Placement by cell class:
Scale bar: 20 um.
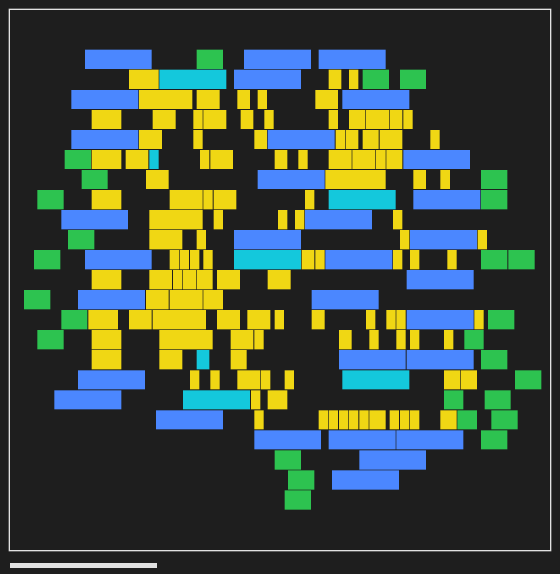
Clock wiring as the flow saved it:
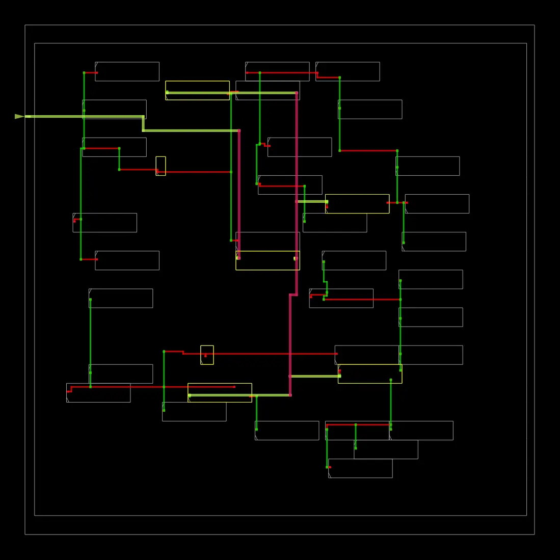
Clock network drawn from the DEF:
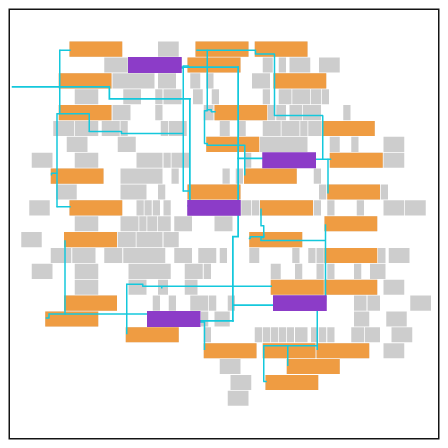
## src/rtl/gray_bin_conv_pipe_pkg.sv

```systemverilog
// gray_bin_conv_pipe_pkg: mode encodings and Gray/binary helper functions shared by the converter and its benches
package gray_bin_conv_pipe_pkg;
    localparam logic MODE_G2B = 1'b0;
    localparam logic MODE_B2G = 1'b1;

    function automatic int ceil_div(input int a, input int b);
        return (a + b - 1) / b;
    endfunction

    function automatic logic [63:0] bin2gray(input logic [63:0] b);
        return b ^ (b >> 1);
    endfunction

    // Bits at or above width are ignored; result is zero there.
    function automatic logic [63:0] gray2bin(input logic [63:0] g, input int width);
        logic [63:0] b;
        b = '0;
        b[width-1] = g[width-1];
        for (int i = 62; i >= 0; i--)
            if (i < width - 1) b[i] = b[i+1] ^ g[i];
        return b;
    endfunction
endpackage

```

## src/rtl/gray_bin_conv_stage.sv

```systemverilog
// gray_bin_conv_stage: one pipeline register stage resolving Gray bits HI..LO to binary
// Ports: clk, rst_n (async active-low); en_i advances the stage; valid_i/mode_i/err_i/data_i
// enter the stage and appear registered on valid_o/mode_o/err_o/data_o.
module gray_bin_conv_stage
    import gray_bin_conv_pipe_pkg::*;
#(
    parameter int WIDTH = 8,
    parameter int HI    = 7,
    parameter int LO    = 0,
    parameter bit FIRST = 1'b0
) (
    input  logic             clk,
    input  logic             rst_n,
    input  logic             en_i,
    input  logic             valid_i,
    input  logic             mode_i,
    input  logic             err_i,
    input  logic [WIDTH-1:0] data_i,
    output logic             valid_o,
    output logic             mode_o,
    output logic             err_o,
    output logic [WIDTH-1:0] data_o
);
    logic [WIDTH-1:0] data_d;

    // Bits above HI are already binary, bits below LO stay Gray for later stages.
    // An empty range (HI < LO) leaves the word untouched.
    always_comb begin
        data_d = data_i;
        if (mode_i == MODE_B2G) begin
            if (FIRST) data_d = data_i ^ (data_i >> 1);
        end else begin
            for (int i = WIDTH - 2; i >= 0; i--)
                if (i <= HI && i >= LO) data_d[i] = data_d[i+1] ^ data_i[i];
        end
    end

    always_ff @(posedge clk or negedge rst_n) begin
        if (!rst_n) begin
            valid_o <= 1'b0;
            mode_o  <= 1'b0;
            err_o   <= 1'b0;
            data_o  <= '0;
        end else if (en_i) begin
            valid_o <= valid_i;
            mode_o  <= mode_i;
            err_o   <= err_i;
            data_o  <= data_d;
        end
    end
endmodule

```

## src/rtl/gray_bin_conv_pipe.sv

```systemverilog
// gray_bin_conv_pipe: pipelined bidirectional Gray/binary converter with G2B single-bit-change check
// Ports: clk, rst_n (async active-low); in_valid/in_ready/in_mode/in_data input handshake;
// out_valid/out_ready/out_mode/out_data output handshake; out_seq_err flags a G2B word that
// changed more than one bit versus the previous accepted G2B word.
module gray_bin_conv_pipe
    import gray_bin_conv_pipe_pkg::*;
#(
    parameter int WIDTH  = 8,
    parameter int STAGES = 2
) (
    input  logic             clk,
    input  logic             rst_n,
    input  logic             in_valid,
    output logic             in_ready,
    input  logic             in_mode,
    input  logic [WIDTH-1:0] in_data,
    output logic             out_valid,
    input  logic             out_ready,
    output logic             out_mode,
    output logic [WIDTH-1:0] out_data,
    output logic             out_seq_err
);
    localparam int SEG = ceil_div(WIDTH, STAGES);

    logic             adv, acc_g2b, seq_err;
    logic [STAGES:0]  vld, mode, err;
    logic [WIDTH-1:0] data [STAGES+1];
    logic [WIDTH-1:0] prev_gray_q, prev_gray_d;
    logic             prev_vld_q, prev_vld_d;

    // Single global stall: every stage moves together or holds.
    assign adv      = !out_valid || out_ready;
    assign in_ready = rst_n && adv;
    assign acc_g2b  = in_valid && in_ready && in_mode == MODE_G2B;
    assign seq_err  = in_mode == MODE_G2B && prev_vld_q && $countones(in_data ^ prev_gray_q) > 1;

    always_comb begin
        prev_gray_d = acc_g2b ? in_data : prev_gray_q;
        prev_vld_d  = prev_vld_q || acc_g2b;
    end

    always_ff @(posedge clk or negedge rst_n) begin
        if (!rst_n) begin
            prev_gray_q <= '0;
            prev_vld_q  <= 1'b0;
        end else begin
            prev_gray_q <= prev_gray_d;
            prev_vld_q  <= prev_vld_d;
        end
    end

    assign vld[0]  = in_valid;
    assign mode[0] = in_mode;
    assign err[0]  = seq_err;
    assign data[0] = in_data;

    for (genvar s = 0; s < STAGES; s++) begin : g_stage
        gray_bin_conv_stage #(
            .WIDTH(WIDTH),
            .HI   (WIDTH - 1 - s * SEG),
            .LO   ((WIDTH - (s + 1) * SEG > 0) ? WIDTH - (s + 1) * SEG : 0),
            .FIRST(s == 0)
        ) u_stage (
            .clk    (clk),
            .rst_n  (rst_n),
            .en_i   (adv),
            .valid_i(vld[s]),
            .mode_i (mode[s]),
            .err_i  (err[s]),
            .data_i (data[s]),
            .valid_o(vld[s+1]),
            .mode_o (mode[s+1]),
            .err_o  (err[s+1]),
            .data_o (data[s+1])
        );
    end

    assign out_valid   = vld[STAGES];
    assign out_mode    = mode[STAGES];
    assign out_seq_err = err[STAGES];
    assign out_data    = data[STAGES];
endmodule

```

## config.mk

```make
export PLATFORM = sky130hd
export DESIGN_NAME = gray_bin_conv_pipe
export DESIGN_NICKNAME = d
export VERILOG_FILES = /design/src/rtl/gray_bin_conv_pipe_pkg.sv /design/src/rtl/gray_bin_conv_stage.sv /design/src/rtl/gray_bin_conv_pipe.sv
export SDC_FILE = /design/constraint.sdc
export NUM_CORES = 1
export LEC_CHECK = 0
export CORE_UTILIZATION = 32
export CTS_BUF_LIST = sky130_fd_sc_hd__clkbuf_16
export CTS_CLUSTER_DIAMETER = 80
export DETAILED_ROUTE_END_ITERATION = 16
export GPL_ROUTABILITY_DRIVEN = 0
export PLACE_DENSITY_LB_ADDON = 0.25
export SLEW_MARGIN = 20
export SYNTH_ARGS = -nofsm -noshare
export SYNTH_HDL_FRONTEND = slang
export SYNTH_SLANG_ARGS = --single-unit
```

## constraint.sdc

```tcl
create_clock -name clk -period 5.97 [get_ports clk]
set_clock_uncertainty 0.15 [all_clocks]
set_input_delay 1.791 -clock clk [delete_from_list [all_inputs] [get_ports clk]]
set_output_delay 1.791 -clock clk [all_outputs]
set_load 0.01 [all_outputs]
```

==> impl_metrics.csv <==
group,metric,value,unit
synth,register_area_share_after_synthesis,47.6,%
route,detail_route.wl_per_cell,11.0,um
final_layout,finish.net_count,202,
final_layout,multiInputCombCellCount,111,
synth,adder_share,7.22,%
final_layout,layout_top_cells_excl_fill_tap,"41 x nand2_1, 31 x dfrtp_1, 24 x clkdlybuf4s50_1",
critical_path,timing.critical_path.slowest_cell_delay,0.56,ns
final_layout,buffer_area_share,13.0,%
final_layout,num-fill-cells,497,
global_route,number_of_antenna_violations_at_the_first_check_in_global_routing,0,
flow_run,maxCapViolations,0,
floorplan,placement_rows,25,
final_layout,layout.clock.cell_area_share,6.61,%
synth,synthMuxAreaShare,5.53,%
critical_path,timing.critical_path.to,"g_stage[0].u_stage.err_o",
final_layout,mostFrequentLayoutCell,"nand2_1",
critical_path,critPathLaunch,"in_data[3]",
synth,netlist-cell-type-count,25,
placed_design,post-dp-hpwl,2.05,mm
hold_path,min_delay_path_depth,2,
route,post_drt_via_cell_ratio,4.29,
sta,min_period,5.33,ns
clocking,worst_setup_hold_path_clk_slew,0.05,ns
sta,final-setup-viol-count,0,
global_route,grt_first_pass_wirelength,4.82,mm
final_layout,synthToLayoutAreaGrowth,24.3,%
sta,timing.max_slew.rel_slack,70.0,%
synth,postSynthNetCount,182,
floorplan,die_footprint,5380,um2
route,drt_iter0_markers,65,
critical_path,reg2reg_from,"prev_gray_q[0]",
hold_path,hp-class,"reg2reg",
power_and_ir_drop,vdd.ir_drop.worst,0.000153,V
synth,synth.area.top_cells,"dfrtp_1 48%, nand2_1 9.4%, xor2_1 7.0%",
run_status,run_status,"complete, no violations",
clocking,clock_tree_root_driver_cell,"clkbuf_16",
clocking,clockBufferDepth,2,
final_layout,comb-cell-share,36.9,%
global_route,vias_in_the_first_global_route,1084,
synth,top_area_cell,"dfrtp_1",
critical_path,r2r_slack,2.35,ns
sta,drv_slew,0,
critical_path,cpMaxStageDelayCell,"clkdlybuf4s50_1",
critical_path,crit_top_cell,"fa_1",
route,first_pass_iters,4,
critical_path,critical_path.startpoint_type,"input pin",
final_layout,area.sequential,776,um2
final_layout,area.combinational,747,um2
final_layout,layout-drive-gt1-share,9.34,%
clocking,cts.hold.buffers_added,0,
## Picture notes: 'placement by cell class'
cyan -> clock drivers and dummy loads  # cells 7, share of their area 6.9%
green -> other buffers and delay cells  # cells 27, share of their area 14%
blue -> flops  # cells 31, share of their area 40%
yellow -> combinational and other logic  # cells 117, share of their area 40%

## Picture notes: 'clock wiring as the flow saved it'
power of the clock network: 231 uW
clk_lat worst skew: 0.27 ns
clock buffers created by TritonCTS: 5
flip-flop and latch count: 31
number of clock buffer instances in the layout: 5

## Picture notes: 'clock network drawn from the DEF'
purple -> clock drivers  # count 5
cyan -> clock wires  # length 440 um
orange -> flip-flops  # count 31
flops lie = widely spread
routed clock nets = 6
share of total power in the clock network: 26.7%

[synthesized netlist by cell type (all sizes together)]
library cell / count
o41ai: 1
buf: 10
and2: 1
or3: 1
xor2: 13
inv: 6
a31oi: 1
xnor3: 1
a21oi: 3
mux2: 8
nand3: 1
fa: 4
nand2: 41
nor2: 8
clkbuf: 4
nor2b: 3
ha: 3
nand3b: 1
xnor2: 9
o21ai: 8
nand2b: 3
dfrtp: 31
a21boi: 1
[state kept, by name, indices dropped and copies added, names as in the netlist]
register / cells
g_stage.u_stage.mode_o: 2
g_stage.u_stage.data_o: 16
g_stage.u_stage.err_o: 2
prev_vld_q: 1
prev_gray_q: 8
g_stage.u_stage.valid_o: 2
[worst min-delay path, stage by stage, from the launching register on]
cell and delay, ns:
dfrtp_1 0.32, inv_1 0.05, nand2_1 0.05
[kinds of logic after synthesis]
| kind of cell | after synthesis |
|---|---|
| buffers and inverters | 20 |
| AND/OR/NAND/NOR | 59 |
| adder cells (fa/ha/maj) | 7 |
| AND-OR/OR-AND | 14 |
| multiplexers | 8 |
| flip-flops | 31 |
| XOR/XNOR | 23 |
[where the power goes]
part           switching, mW  leakage (nW)  internal, mW  total [mW]
clock network         0.0821        0.0671         0.149       0.231
registers             0.0326         0.366         0.263       0.295
logic                  0.164         0.471         0.174       0.339
[per-stage QoR]
stage	total power [mW]	worst slack, ns	hold WS, ns	instances	util (%)
floorplan	0.548	1.14	0.265	162	-
global route	0.942	0.443	0.328	249	42.1
CTS	0.885	0.579	0.308	249	42.1
global placement	0.618	0.524	0.284	242	39.3
finish	0.865	0.641	0.302	249	42.1
detailed placement	0.646	0.304	0.295	242	39.3
[layer usage]
layer	GRT usage, %	up-vias	share of wire, %
met1	15.0	493	47
met4	6.41	0	2.3
li1	-	545	-
met3	4.66	7	5.1
met2	19.0	24	46
met5	0	-	0
Power is estimated from default activity; no workload was simulated.
